==> config.mk <==
export PLATFORM = sky130hd
export DESIGN_NAME = switch_led_controller
export DESIGN_NICKNAME = d
export VERILOG_FILES = /design/src/rtl/panel_pkg.sv /design/src/rtl/switch_release_detect.sv /design/src/rtl/switch_led_controller.sv
export SDC_FILE = /design/constraint.sdc
export NUM_CORES = 1
export LEC_CHECK = 0
export ABC_AREA = 1
export ABC_CLOCK_PERIOD_IN_PS = 1700
export CAP_MARGIN = 20
export CORE_UTILIZATION = 24
export DETAILED_ROUTE_END_ITERATION = 12
export GPL_ROUTABILITY_DRIVEN = 0
export PLACE_DENSITY = 0.38
export SLEW_MARGIN = 10
export SYNTH_ARGS = -nofsm -noshare
export SYNTH_HDL_FRONTEND = slang
export SYNTH_SLANG_ARGS = --single-unit
==> constraint.sdc <==
create_clock -name i_Clk -period 1.7 [get_ports i_Clk]
set_clock_uncertainty 0.1 [all_clocks]
set_input_delay 0.34 -clock i_Clk [delete_from_list [all_inputs] [get_ports i_Clk]]
set_output_delay 0.34 -clock i_Clk [all_outputs]
set_load 0.005 [all_outputs]
==> src/rtl/panel_pkg.sv <==
// Shared front-panel definitions: mode encoding, entry patterns, switch indices.
// Latency: n/a (constants and pure functions only).
// Backpressure: n/a.
package panel_pkg;

    typedef enum logic [1:0] {
        MODE_OFF    = 2'd0,
        MODE_CHASE  = 2'd1,
        MODE_BLINK  = 2'd2,
        MODE_MANUAL = 2'd3
    } mode_e;

    localparam logic [3:0] PAT_OFF    = 4'b0000;
    localparam logic [3:0] PAT_CHASE  = 4'b0001;
    localparam logic [3:0] PAT_BLINK  = 4'b1111;
    localparam logic [3:0] PAT_MANUAL = 4'b0001;

    localparam int NUM_SW   = 4;
    localparam int SW_MODE  = 0;   // SW1: mode advance
    localparam int SW_SLOW  = 1;   // SW2: half-speed toggle
    localparam int SW_PAUSE = 2;   // SW3: pause toggle
    localparam int SW_STEP  = 3;   // SW4: manual step / pattern reload

    function automatic mode_e next_mode(input mode_e m);
        case (m)
            MODE_OFF:    return MODE_CHASE;
            MODE_CHASE:  return MODE_BLINK;
            MODE_BLINK:  return MODE_MANUAL;
            default:     return MODE_OFF;
        endcase
    endfunction

    function automatic logic [3:0] entry_pattern(input mode_e m);
        case (m)
            MODE_OFF:    return PAT_OFF;
            MODE_CHASE:  return PAT_CHASE;
            MODE_BLINK:  return PAT_BLINK;
            default:     return PAT_MANUAL;
        endcase
    endfunction

    function automatic logic [3:0] rotl4(input logic [3:0] p);
        return {p[2:0], p[3]};
    endfunction

endpackage

==> src/rtl/switch_release_detect.sv <==
// Synchronizes, debounces one raw switch and pulses on each debounced release (1->0).
// Latency: 2 sync flops + DEBOUNCE_LIMIT stable clocks; o_Release pulses with the o_Level fall.
// Backpressure: none; o_Release is a single-cycle pulse the consumer must capture.
// Ports: i_Clk, i_Rst (sync, active-high), i_Switch (async raw), o_Level (debounced), o_Release (pulse).
module switch_release_detect #(
    parameter int DEBOUNCE_LIMIT = 250000
) (
    input  logic i_Clk,
    input  logic i_Rst,
    input  logic i_Switch,
    output logic o_Level,
    output logic o_Release
);

    localparam int CW = (DEBOUNCE_LIMIT < 2) ? 1 : $clog2(DEBOUNCE_LIMIT);
    localparam logic [CW-1:0] CNT_LAST = CW'(DEBOUNCE_LIMIT - 1);

    logic          sync_1;
    logic          sync_2;
    logic [CW-1:0] stable_cnt;

    always_ff @(posedge i_Clk) begin
        if (i_Rst) begin
            sync_1     <= 1'b0;
            sync_2     <= 1'b0;
            stable_cnt <= '0;
            o_Level    <= 1'b0;
            o_Release  <= 1'b0;
        end else begin
            sync_1    <= i_Switch;
            sync_2    <= sync_1;
            o_Release <= 1'b0;
            // Count consecutive cycles the synchronized input disagrees with
            // the debounced level; any agreement restarts the count.
            if (sync_2 != o_Level) begin
                if (stable_cnt == CNT_LAST) begin
                    o_Level    <= sync_2;
                    stable_cnt <= '0;
                    // Old level 1 means this flip is a release.
                    o_Release  <= o_Level;
                end else begin
                    stable_cnt <= stable_cnt + CW'(1);
                end
            end else begin
                stable_cnt <= '0;
            end
        end
    end

endmodule

==> src/rtl/switch_led_controller.sv <==
// Front-panel controller: 4 debounced switch releases drive a mode FSM and a 4-LED pattern.
// Latency: release pulse in cycle N -> pending N+1 -> command visible on outputs N+2.
// Backpressure: one command per cycle, fixed priority SW1>SW2>SW3>SW4; others held pending.
// Ports: i_Clk, i_Rst (sync, active-high), i_Switch_1..4 (raw), o_LED_1..4, o_Mode[1:0], o_Paused, o_Slow.
module switch_led_controller #(
    parameter int CLKS_PER_TICK  = 2500000,
    parameter int DEBOUNCE_LIMIT = 250000
) (
    input  logic       i_Clk,
    input  logic       i_Rst,
    input  logic       i_Switch_1,
    input  logic       i_Switch_2,
    input  logic       i_Switch_3,
    input  logic       i_Switch_4,
    output logic       o_LED_1,
    output logic       o_LED_2,
    output logic       o_LED_3,
    output logic       o_LED_4,
    output logic [1:0] o_Mode,
    output logic       o_Paused,
    output logic       o_Slow
);

    import panel_pkg::*;

    localparam int CW = $clog2(2 * CLKS_PER_TICK);
    localparam logic [CW-1:0] LAST_NORMAL = CW'(CLKS_PER_TICK - 1);
    localparam logic [CW-1:0] LAST_SLOW   = CW'(2 * CLKS_PER_TICK - 1);

    logic [NUM_SW-1:0] sw_raw;
    logic [NUM_SW-1:0] sw_level;
    logic [NUM_SW-1:0] sw_release;
    logic [NUM_SW-1:0] pend_set;
    logic [NUM_SW-1:0] pending;
    logic [NUM_SW-1:0] grant;

    mode_e             mode;
    logic [3:0]        pattern;
    logic              paused;
    logic              slow;
    logic [CW-1:0]     tick_cnt;
    logic [CW-1:0]     tick_last;
    logic              running;

    assign sw_raw = {i_Switch_4, i_Switch_3, i_Switch_2, i_Switch_1};

    for (genvar g = 0; g < NUM_SW; g++) begin : g_sw
        switch_release_detect #(
            .DEBOUNCE_LIMIT(DEBOUNCE_LIMIT)
        ) u_detect (
            .i_Clk     (i_Clk),
            .i_Rst     (i_Rst),
            .i_Switch  (sw_raw[g]),
            .o_Level   (sw_level[g]),
            .o_Release (sw_release[g])
        );
    end

    // A release pulse always coincides with the level reading released;
    // qualifying on it keeps stray pulses from ever becoming commands.
    assign pend_set = sw_release & ~sw_level;

    // Lowest set bit wins: bit 0 is SW1, the highest priority.
    assign grant = pending & (~pending + 4'd1);

    assign running   = ((mode == MODE_CHASE) || (mode == MODE_BLINK)) && !paused;
    assign tick_last = slow ? LAST_SLOW : LAST_NORMAL;

    always_ff @(posedge i_Clk) begin
        if (i_Rst) begin
            mode     <= MODE_OFF;
            pattern  <= PAT_OFF;
            pending  <= '0;
            paused   <= 1'b0;
            slow     <= 1'b0;
            tick_cnt <= '0;
        end else begin
            // Set after clear: a new release on the granted switch stays pending.
            pending <= (pending & ~grant) | pend_set;

            // A command cycle never advances the counter, so a tick due in
            // the same cycle is dropped.
            if (grant[SW_MODE]) begin
                mode     <= next_mode(mode);
                pattern  <= entry_pattern(next_mode(mode));
                paused   <= 1'b0;
                tick_cnt <= '0;
            end else if (grant[SW_SLOW]) begin
                slow     <= ~slow;
                tick_cnt <= '0;
            end else if (grant[SW_PAUSE]) begin
                if ((mode == MODE_CHASE) || (mode == MODE_BLINK)) begin
                    paused <= ~paused;
                end
            end else if (grant[SW_STEP]) begin
                if (mode == MODE_MANUAL) begin
                    pattern <= rotl4(pattern);
                end else begin
                    pattern  <= entry_pattern(mode);
                    tick_cnt <= '0;
                end
            end else if (running) begin
                if (tick_cnt == tick_last) begin
                    tick_cnt <= '0;
                    pattern  <= (mode == MODE_CHASE) ? rotl4(pattern) : ~pattern;
                end else begin
                    tick_cnt <= tick_cnt + CW'(1);
                end
            end
        end
    end

    assign o_LED_1  = pattern[0];
    assign o_LED_2  = pattern[1];
    assign o_LED_3  = pattern[2];
    assign o_LED_4  = pattern[3];
    assign o_Mode   = mode;
    assign o_Paused = paused;
    assign o_Slow   = slow;

endmodule

run_1/logic_types.png
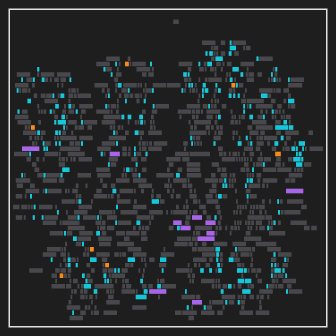
colour	family	cells
purple	adder and majority cells	11
orange	AND and OR gates	7
cyan	NOR gates	209
fraction of standard cell area in multi-input logic: 40.9%
non-filler cells, final: 1378

run_1/detail.png
Scale bar: 10 um. Region (28, 28) to (53, 53) um. Cells in grey, sequential cells in the stronger grey; small squares are vias.
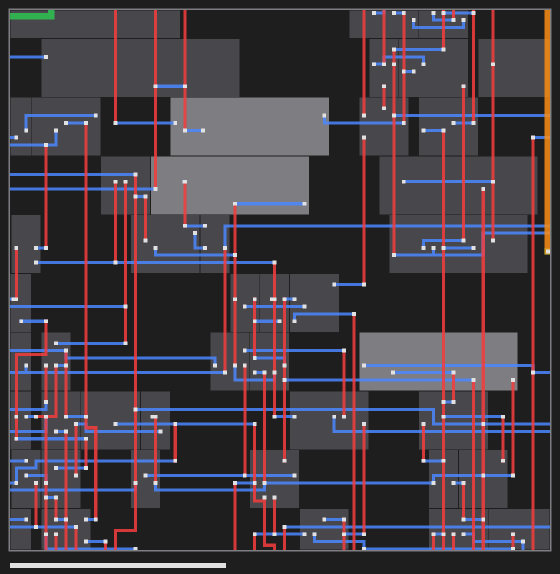
colour	layer
green	metal 3
blue	metal 1
red	metal 2
orange	metal 4
sequential cells in the window	3
cells with their middle in the window	40
netlist names of flops here include	`g_sw.u_detect.stable_cnt` (2), `g_sw.u_detect.sync_2` (1)
most frequent	nand2_1 (6)

==> impl.org, run 1 <==
#+TITLE: Synthesis and PnR summary

** Synth
- Most repeated cell in the gate-level netlist after synthesis :: sky130_fd_sc_hd__nand2_1
- For this run, the leading register cell type out of synthesis is sky130_fd_sc_hd__dfxtp_1.
- Yosys shows that the main logic family after synthesis is simple AND/OR/NAND/NOR gates.
- Per the synthesis report, the XOR/XNOR share of the synthesized area is under 10%.
- Synth Instances :: around 900
- Number of cells in Yosys stat :: 896
- YS chip area :: roughly 0.006 mm^2
- Largest area contributor in the synthesized netlist :: sky130_fd_sc_hd__dfxtp_1
- The share of the Yosys chip area taken by registers is between 30% and 40%.
- The cell-mix breakdown from Yosys lists the adder-cell area share as about 2.2%.
- Flip-flops with a built-in enable :: 0
- Flops & latches, synth :: around 120
- Main area contributors :: sky130_fd_sc_hd__dfxtp_1 40%, sky130_fd_sc_hd__nand2_1 12%, sky130_fd_sc_hd__nor2_1 8.9%, sky130_fd_sc_hd__inv_1 7.1%, sky130_fd_sc_hd__nand3_1 5.3%
- Multiplexer share of the synthesized area :: 0%
- The synthesis report gives the async set-or-reset register share as 0%.
- Share of the synthesized area in the top cell type :: approximately 40%
- In this run the cell area of the synthesized design comes to 0.00617 mm^2.
- Counting every net in the synthesized netlist gives ~900.

** Worst setup path
- Data required time at the worst endpoint :: 1910 ps
- Cell count of the worst reg-to-reg path :: 9
- Cell family contributing the most delay on the critical path :: simple AND/OR/NAND/NOR gates
- At the worst endpoint, the arrival time is approximately 1900 ps.
- The cell sequence reported for the critical path is inv_2 > ha_4 > nand2_4 > nand2_4 > nand3_4 > buf_6 > buf_4 > nor3_1 > nor3_2.
- On the worst path, the slowest cell contributes a delay of between 300 and 400 ps.

** Global route
- Fraction of met1 tracks used by global routing :: between 10% and 20%
- Maximum number of pins on one net before global-route repair :: 19
- The via count of the first global-routing pass was ~5500.
- Global routing used around 2.6% of the available met3 tracks.
- Initial antenna violation count :: 0

** Timing
- The routed design could run at a clock period as short as approximately 1700 ps.
- Per the final timing report, the hold violations number 0.
- For the pin with the worst max-slew slack, the measured transition is approximately 400 ps.
- Final Max-Slew Violation Tally :: 0
- The end-of-flow timing check tallies setup violations at 0.
- Post-layout worst setup margin :: around 1.3 ps
- After routing, the total negative slack on setup checks comes to 0 ps.

** Route
- M1 wire length :: between 8 and 9 mm
- Nets still carrying antenna violations after routing amount to 0.
- The routed design shows a via density per instance of roughly 4.3.
- The detailed router reports a met2 wire length of approximately 7.4 mm.
- The wire length recorded after detailed routing is 16.3 mm.
- Starting DRC count in detailed routing :: around 260
- Detailed routing placed a total of 413 um of wire on met3.
- In the routed design, unresolved DRC markers number 0.

** Floorplanning
- Die height :: 162 um
- Area of the die :: 0.0264 mm^2
- Tap cell instance count :: 330
- The floorplan has just under 60 rows.
- At the floorplan stage, the core utilization is reported as between 20 and 25%.
- Die width :: 162 um

** Power and ir drop
- Clock power frac :: between 50% and 60%
- Internal cell power :: 5.51 mW
- The power report attributes to the sequential group a share of 42.0%.
- Switch Pwr :: ~1.4 mW
- In this run switching power makes up between 20% and 30% of total power.
- Dividing total power by cell area gives a power density of ~790 mW/mm^2.
- Worst-case vdd ir drop :: 0.000480 V

** Clock network
- Number of hold buffers added after cts :: 0
- CTS tree :: built
- The CTS log lists the clock sinks for this run as ~120.
- At the later pin of the worst-skew pair, clock insertion delay measures roughly 420 ps.
- The tree is rooted in a sky130_fd_sc_hd__clkbuf_16.
- The H-tree was split into 4 levels.
- Clock-pin slew on the worst setup and hold paths :: 60 ps
- TritonCTS created 17 clock buffers.
- The clock passes through at most 2 buffers.

** Final layout
- Area-dominant class :: logic gates
- The layout has 136 buffers outside the clock class.
- Area delta synth->final :: 42.3%
- Number of non-clock inverters in the layout :: between 100 and 150
- Tally of filler cells in the layout :: between 2000 and 3000
- At the end of the flow the core is filled with cells to 34.9%.
- After routing the design area is 0.00878 mm^2.
- Clock buf count :: 24
- Fraction of area in registers :: around 28%
- Gate Area :: 0.00359 mm^2
- Diodes inserted :: 0
- Buffering overhead :: 13.6%
- Across the whole layout, storage elements account for 0.00249 mm^2.

** Flow run
- The tool flagged a number of max-cap violations equal to 0.
- Tool Warnings :: 33

** Outcome
- Run status :: finished clean

** Min path
- Number of stages on the worst hold path :: 2

** Placement
- DP Cell Count :: ~1300
- Before CTS, the worst setup slack after placement is -134 ps.
run_1/io_fan.png
Scale bar: 50 um.
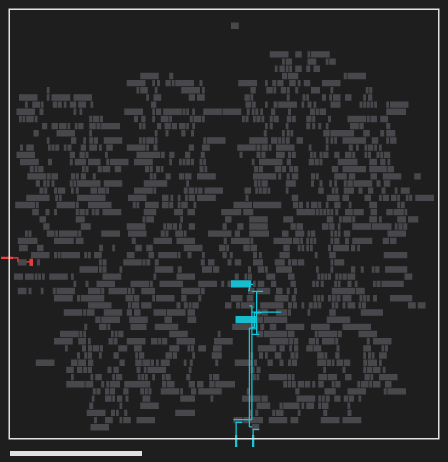
colour	port	bits	direction	end cells	buffers	wire
red	`i_Switch_3`	1	input	1	1	5.60 um
cyan	`o_Mode`	2	output	2	5	152 um
# IOs: 14
count of port buffers added during placement: 13

run_1/congestion.png
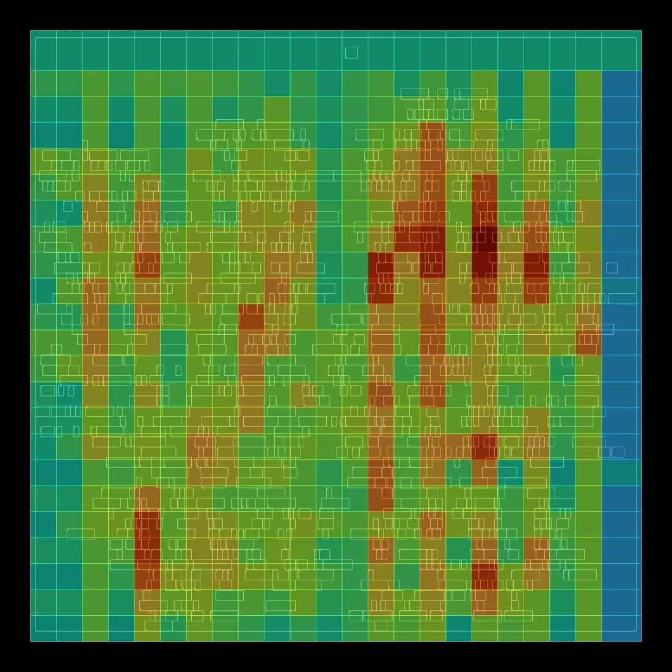
global router's overall resource usage: 12.9%
layer with the highest usage: met2

## run 1: cell families (layout without fill, tap and decap cells)
| group | count (synthesis) | count (layout) |
|---|---|---|
| xor+xnor | 41 | 41 |
| simple gates | 508 | 508 |
| flops | 123 | 123 |
| compound gates | 78 | 78 |
| buf+inv | 135 | 287 |
| fa+ha+maj | 11 | 11 |
## run 1: path summary, 6_finish.rpt
check | startpoint | endpoint | slack [ps]
setup / recovery | o_Mode[0] | tick_cnt[3] | 1
hold / removal | g_sw[2].u_detect.sync_1 | g_sw[2].u_detect.sync_2 | 300
setup reg to reg | o_Mode[0] | tick_cnt[3] | 1
hold reg to reg | g_sw[2].u_detect.sync_1 | g_sw[2].u_detect.sync_2 | 300
## run 1: sequential cells by signal, indices dropped and copies added (netlist names)
| name | cells |
|---|---|
| pending | 4 |
| tick_cnt | 23 |
| g_sw.u_detect.stable_cnt | 72 |
| pattern | 4 |
| o_Paused | 1 |
| g_sw.u_detect.o_Level | 4 |
| g_sw.u_detect.o_Release | 4 |
| o_Mode | 2 |
| g_sw.u_detect.sync_2 | 4 |
| g_sw.u_detect.sync_1 | 4 |
| o_Slow | 1 |
## run 1: power groups by stage
stage / logic (mW) / clock network [mW] / registers [mW]
after detailed placement: 0.117 / 0 / 2.96
after global placement: 0.118 / 0 / 2.96
after CTS: 0.125 / 4.02 / 2.89
after floorplan: 0.0549 / 0 / 2.96
after global routing: 0.150 / 4.13 / 2.90
final: 0.135 / 3.87 / 2.90
## run 1: cell usage in the layout, fill, tap and decap left out, types with 9 or more instances in the layout
| cell | netlist | layout |
|---|---|---|
| sky130_fd_sc_hd__nand2_1 | 190 | 174 |
| sky130_fd_sc_hd__nor2_1 | 146 | 126 |
| sky130_fd_sc_hd__inv_1 | 116 | 111 |
| sky130_fd_sc_hd__buf_4 | 1 | 109 |
| sky130_fd_sc_hd__dfxtp_1 | 123 | 106 |
| sky130_fd_sc_hd__nand3_1 | 65 | 54 |
| sky130_fd_sc_hd__a21oi_1 | 55 | 42 |
| sky130_fd_sc_hd__xor2_1 | 29 | 29 |
| sky130_fd_sc_hd__nand4_1 | 27 | 27 |
| sky130_fd_sc_hd__nor3_1 | 35 | 27 |
| sky130_fd_sc_hd__nor2_2 | 5 | 21 |
| sky130_fd_sc_hd__clkbuf_16 | 0 | 18 |
| sky130_fd_sc_hd__o21ai_0 | 19 | 17 |
| sky130_fd_sc_hd__a21oi_2 | 0 | 13 |
| sky130_fd_sc_hd__dfxtp_2 | 0 | 13 |
| sky130_fd_sc_hd__nor3_2 | 4 | 12 |
| sky130_fd_sc_hd__xnor2_1 | 12 | 12 |
| sky130_fd_sc_hd__nand2_2 | 2 | 11 |
| sky130_fd_sc_hd__nand3_2 | 2 | 10 |
| sky130_fd_sc_hd__nor4_1 | 10 | 9 |
## run 1: repair_timing
action	in CTS	in global routing
setup endpoints to repair	53	77
gates resized	45	96
pin swaps	10	21
setup buffers	7	10
cloned	1	1
## run 1: stage by stage
step	power, mW	hold slack (ps)
global route	7.17	321
floorplan	3.02	288
CTS	7.04	301
detailed placement	3.08	293
finish	6.90	300
global placement	3.08	292
## Run 2: what changed since run 1
--- a/config.mk
+++ b/config.mk
@@ -6,7 +6,6 @@
 export NUM_CORES = 1
 export LEC_CHECK = 0
 export ABC_AREA = 1
-export ABC_CLOCK_PERIOD_IN_PS = 1700
 export CAP_MARGIN = 20
 export CORE_UTILIZATION = 24
 export DETAILED_ROUTE_END_ITERATION = 12
run_2/congestion.png
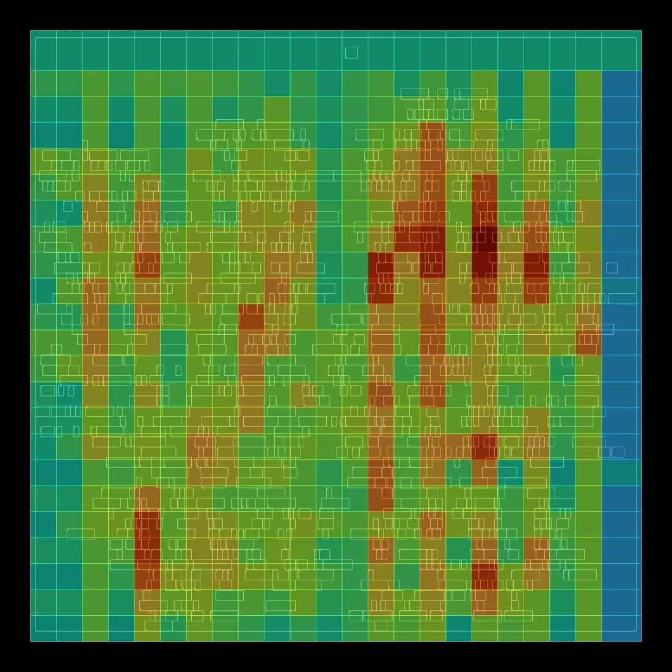
met3 layer usage reported by global route: 2.60%
Layout Utilization: 34.9%
post-detailed-route wirelength per cell: 11.8 um
fraction of met1 tracks used by global routing: 16.9%

==> run 2 against run 1 <==
Net effect:
- critical endpoint unchanged
- global-route usage unchanged
- first-iteration DRC count unchanged
- sequential power about the same
- sequential share of layout area unchanged
- largest power group unchanged
- synthesized cell count unchanged
- setup slack unchanged
- non-clock buffer count unchanged
- routed wire length unchanged
- final area unchanged
- maximum frequency unchanged
==> impl.org, run 2 <==
#+TITLE: Synthesis and PnR summary

** Synth
- Syn Nets :: 913 (unchanged)
- The sequential share of the synthesized area is 39.9% (unchanged).
- The dominant register cell in the synthesized netlist was sky130_fd_sc_hd__dfxtp_1 (unchanged).
- Main area contributors :: sky130_fd_sc_hd__dfxtp_1 40%, sky130_fd_sc_hd__nand2_1 12%, sky130_fd_sc_hd__nor2_1 8.9%, sky130_fd_sc_hd__inv_1 7.1%, sky130_fd_sc_hd__nand3_1 5.3% (unchanged)
- The distinct cell type count after synthesis was 39 (unchanged).
- The number of instances in the synthesized netlist came to 896 (unchanged).
- List of most frequent post-synthesis cells: 190 x sky130_fd_sc_hd__nand2_1, 146 x sky130_fd_sc_hd__nor2_1, 123 x sky130_fd_sc_hd__dfxtp_1 (unchanged).
- Yosys warnings :: 0 (unchanged)
- Post-synthesis average cell area :: 6.89 um^2 (unchanged)
- Largest area contributor in the synthesized netlist :: sky130_fd_sc_hd__dfxtp_1 (unchanged)
- The total of flip-flops plus latches after synthesis was 123 (unchanged).
- The share of the synthesized area in the top cell type came to 39.9% (unchanged).
- Number of cells in Yosys stat :: 896 (unchanged)
- YS chip area :: 0.00617 mm^2 (unchanged)
- Cell area after technology mapping :: 0.00617 mm^2 (unchanged)
- The post-synthesis cell type with the largest instance count is sky130_fd_sc_hd__nand2_1 (unchanged).
- The number of synthesized flops with an enable pin is 0 (unchanged).
- Share of flip-flops with an asynchronous set or reset :: 0% (unchanged)

** Route
- Total number of vias :: 5876 (unchanged)
- The sum of met3 wire segment lengths after detailed routing was 413 um (unchanged).
- Top routing layer in use :: met4 (unchanged)
- The average vias per placed instance came to 4.26 (unchanged).
- The wire length the detailed router placed on met1 came to 8.15 mm (unchanged).
- The number of routed nets with antenna violations was 0 (unchanged).
- First-pass DRT Iterations :: 5 (unchanged)
- The overall routed net length was 16.3 mm (unchanged).
- The post-detailed-route DRC marker count came to 0 (unchanged).
- Routed length on met2 :: 7.44 mm (unchanged)
- Starting DRC count in detailed routing :: 264 (unchanged)

** Worst setup path
- The cell with the biggest individual delay on the critical path is sky130_fd_sc_hd__dfxtp_2 (unchanged).
- Kind of end point of the critical path :: flop (unchanged)
- The largest incremental delay on the critical path was 340 ps (about the same).
- Arrival @ worst endpoint :: 1910 ps (about the same)
- The cell with the most instances on the worst path is sky130_fd_sc_hd__nand2_4 (unchanged).
- Startpoint of the worst register-to-register path :: o_Mode[0] (unchanged)
- The number of cells on the worst reg-to-reg path came to 9 (unchanged).
- The largest delay contributor family on the critical path is simple AND/OR/NAND/NOR gates (unchanged).
- The count of buffering cells on the critical path with inverters included was 3 (unchanged).
- WS Path Type :: flop to flop (unchanged)
- The terminus of the critical flop-to-flop path is tick_cnt[3] (unchanged).
- R2r setup slk :: 1 ps (about the same)
- The largest fanout on the critical path came to 6 (unchanged).
- Cell Chain, Critical Path :: inv_2 > ha_4 > nand2_4 > nand2_4 > nand3_4 > buf_6 > buf_4 > nor3_1 > nor3_2 (unchanged)
- Startpoint Class :: flop (unchanged)
- The data required time of the critical path is 1910 ps (about the same).

** Power and ir drop
- The static leakage was 3.33 nW (unchanged).
- The net switching power was 1.39 mW (unchanged).
- Power Density :: 786 mW/mm^2 (unchanged)
- Worst-case vdd ir drop :: 0.000480 V (unchanged)
- Switching share of power :: 20.1% (unchanged)
- The internal portion of total power was 5.51 mW (unchanged).
- The proportion of power drawn by flip-flops and latches was 42.0% (about the same).
- Clock power frac :: 56.1% (about the same)
- Part of the total power dissipated in combinational logic :: 2.0% (about the same)

** Timing
- The total negative setup slack was 0 ps (unchanged).
- Smallest hold slack :: 300 ps (unchanged)
- Period utilisation layout :: 99.9% (unchanged)
- Unrepaired setup endpoints after global routing: yes (unchanged).
- Final Setup Violations :: 0 (unchanged)
- The minimum period implied by the final worst setup slack came to 1700 ps (unchanged).
- The final hold violation count is 0 (unchanged).
- The highest attainable clock frequency was 589 MHz (unchanged).
- The tightest slew margin relative to the limit came to 73.1% (unchanged).
- Worst-margin pin slew :: 400 ps (unchanged)
- Final Max-Slew Violation Tally :: 0 (unchanged)
- Post-layout worst setup margin :: 1.34 ps (unchanged)

** Clock network
- The H-tree depth was 4 (unchanged).
- The sink count of the clock tree came to 123 (unchanged).
- The number of CTS-inserted buffers is 17 (unchanged).
- The TritonCTS clock tree was built (unchanged).
- The clock latency of the later-clocked register in the worst-skew pair is 420 ps (about the same).
- CTS Root Buffer Type :: sky130_fd_sc_hd__clkbuf_16 (unchanged)
- Number of buffers between clock root and the deepest sink :: 2 (unchanged)
- The clock transition at the registers of the reported paths was 60 ps (about the same).

** Floorplanning
- Die height :: 162 um (unchanged)
- Std cell rows :: 58 (unchanged)
- The starting density of the core came to 24.5% (unchanged).
- The placeable core area is 0.0252 mm^2 (unchanged).
- Die width :: 162 um (unchanged)
- # IOs :: 14 (unchanged)
- Area of the die :: 0.0264 mm^2 (unchanged)

** Final layout
- The sequential cell area was 0.00249 mm^2 (unchanged).
- The flip-flop count of the largest register after layout came to 72 (unchanged).
- The post-synthesis to final-layout area growth was 42.3% (unchanged).
- The area of the multi-input gates came to 0.00359 mm^2 (unchanged).
- The number of diodes added for antenna fixing was 0 (unchanged).
- The fill cell instance count of the final layout is 2675 (unchanged).
- The register with the highest flop count is g_sw.u_detect.stable_cnt (unchanged).
- The share of layout cells above drive strength 1 came to 26.9% (unchanged).
- Most frequent cells in the layout: 174 x sky130_fd_sc_hd__nand2_1, 126 x sky130_fd_sc_hd__nor2_1, 111 x sky130_fd_sc_hd__inv_1 (unchanged).
- The final net count was 1054 (unchanged).
- The most frequent standard cell in the layout excluding fill and tap cells was sky130_fd_sc_hd__nand2_1 (unchanged).
- Registers with the most flip-flops: g_sw.u_detect.stable_cnt (72), tick_cnt (23) (unchanged).

** Global route
- The initial antenna violation count came to 0 (unchanged).
- Vias in the first global route :: 5534 (unchanged)
- The global-route wire length before repair was 27.0 mm (unchanged).
- Global router's overall resource usage :: 12.9% (unchanged)
- Maximum number of pins on one net before global-route repair :: 19 (unchanged)
- The leftover overflow at the end of global routing is 0 (unchanged).

** Min path
- The worst hold path endpoint is g_sw[2].u_detect.sync_2 (unchanged).
- Class of the most critical hold timing path :: flop to flop (unchanged)
- The startpoint of the worst hold path was g_sw[2].u_detect.sync_1 (unchanged).
- Number of stages on the worst hold path :: 2 (unchanged)

** Placement
- Count of port buffers added during placement :: 13 (unchanged)
- The total half-perimeter wirelength after legalization and detailed placement is 11.8 mm (unchanged).
- The pre-CTS setup slack was -134 ps (unchanged).

** Flow run
- Tool Warnings :: 33 (unchanged)
- Max Cap Violations :: 0 (unchanged)

** Outcome
- Run status :: finished clean (unchanged)
run_2/logic_types.png
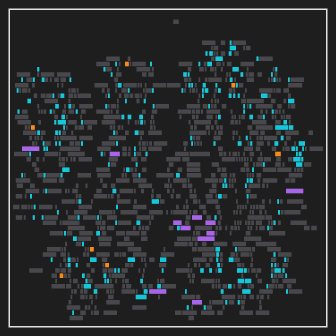
colour	family	cells
cyan	NOR gates	209
purple	adder and majority cells	11
orange	AND and OR gates	7

## run 2: cell counts after synthesis
No cell type changed its count.
## run 2: cells by family after synthesis
| kind of cell | after synthesis | share of synthesized area [%] |
|---|---|---|
| DFF | 123 | 39.9 |
| xor gates and xnor gates | 41 | 5.82 |
| buffers and inverters | 135 | 8.55 |
| adders and majority gates | 11 | 2.23 |
| and+or+nand+nor | 508 | 37.1 |
| AOI/OAI and AO/OA | 78 | 6.45 |
## run 2: worst register-to-register path, delay by kind of cell, from the launching register on
| kind | cells | cell delay [ps] |
|---|---|---|
| DFF | 1 | 340 |
| buffers and inverters | 3 | 360 |
| adders and majority gates | 1 | 280 |
| and+or+nand+nor | 5 | 510 |
## run 2: through the flow
stage          std cells  power [mW]  area [um^2]
5_1_grt             1378        7.17         8780
6_report            1378        6.90         8780
4_1_cts             1370        7.04         8380
3_5_place_dp        1332        3.08         7560
2_1_floorplan        896        3.02         6200
3_3_place_gp        1332        3.08         7560
## run 2: cell type report
class / instances / area share [%]
timing repair buffer: 136 / 13.6
clock inverter: 6 / 1.23
tap: 330 / 4.70
multi-input combinational: 638 / 40.9
sequential: 123 / 28.4
clock buffer: 24 / 5.94
inverter: 121 / 5.20
## run 2: what timing repair did
action                     CTS  global route
buffers inserted             7            10
hold buffers                 0             0
resized                     45            96
setup endpoints to repair   53            77
cloned                       1             1
pin swaps                   10            21
## run 2: per-layer routing
| metal | track usage, % | vias up |
|---|---|---|
| met3 | 2.60 | 26 |
| li1 | - | 3162 |
| met5 | 0 | - |
| met4 | 4.80 | 0 |
| met1 | 16.9 | 2638 |
| met2 | 20.6 | 50 |
## run 2: power by group through the flow
| stage | combinational [mW] | sequential (mW) | clock [mW] |
|---|---|---|---|
| 2_1_floorplan | 0.0549 | 2.96 | 0 |
| 3_5_place_dp | 0.117 | 2.96 | 0 |
| 6_report | 0.135 | 2.90 | 3.87 |
| 4_1_cts | 0.125 | 2.89 | 4.02 |
| 3_3_place_gp | 0.118 | 2.96 | 0 |
| 5_1_grt | 0.150 | 2.90 | 4.13 |
## run 2: worst max path at each step
| stage | start | to | slack (ps) | cells after the start |
|---|---|---|---|---|
| floorplan | tick_cnt[1] | tick_cnt[16] | 7 | 11 |
| global placement | o_Mode[0] | tick_cnt[18] | -120 | 11 |
| detailed placement | o_Mode[0] | tick_cnt[18] | -130 | 11 |
| CTS | o_Mode[0] | tick_cnt[22] | -8 | 11 |
| global route | o_Mode[0] | tick_cnt[22] | -140 | 11 |
| finish | o_Mode[0] | tick_cnt[3] | 1 | 9 |
Power and IR drop assume default switching activity.
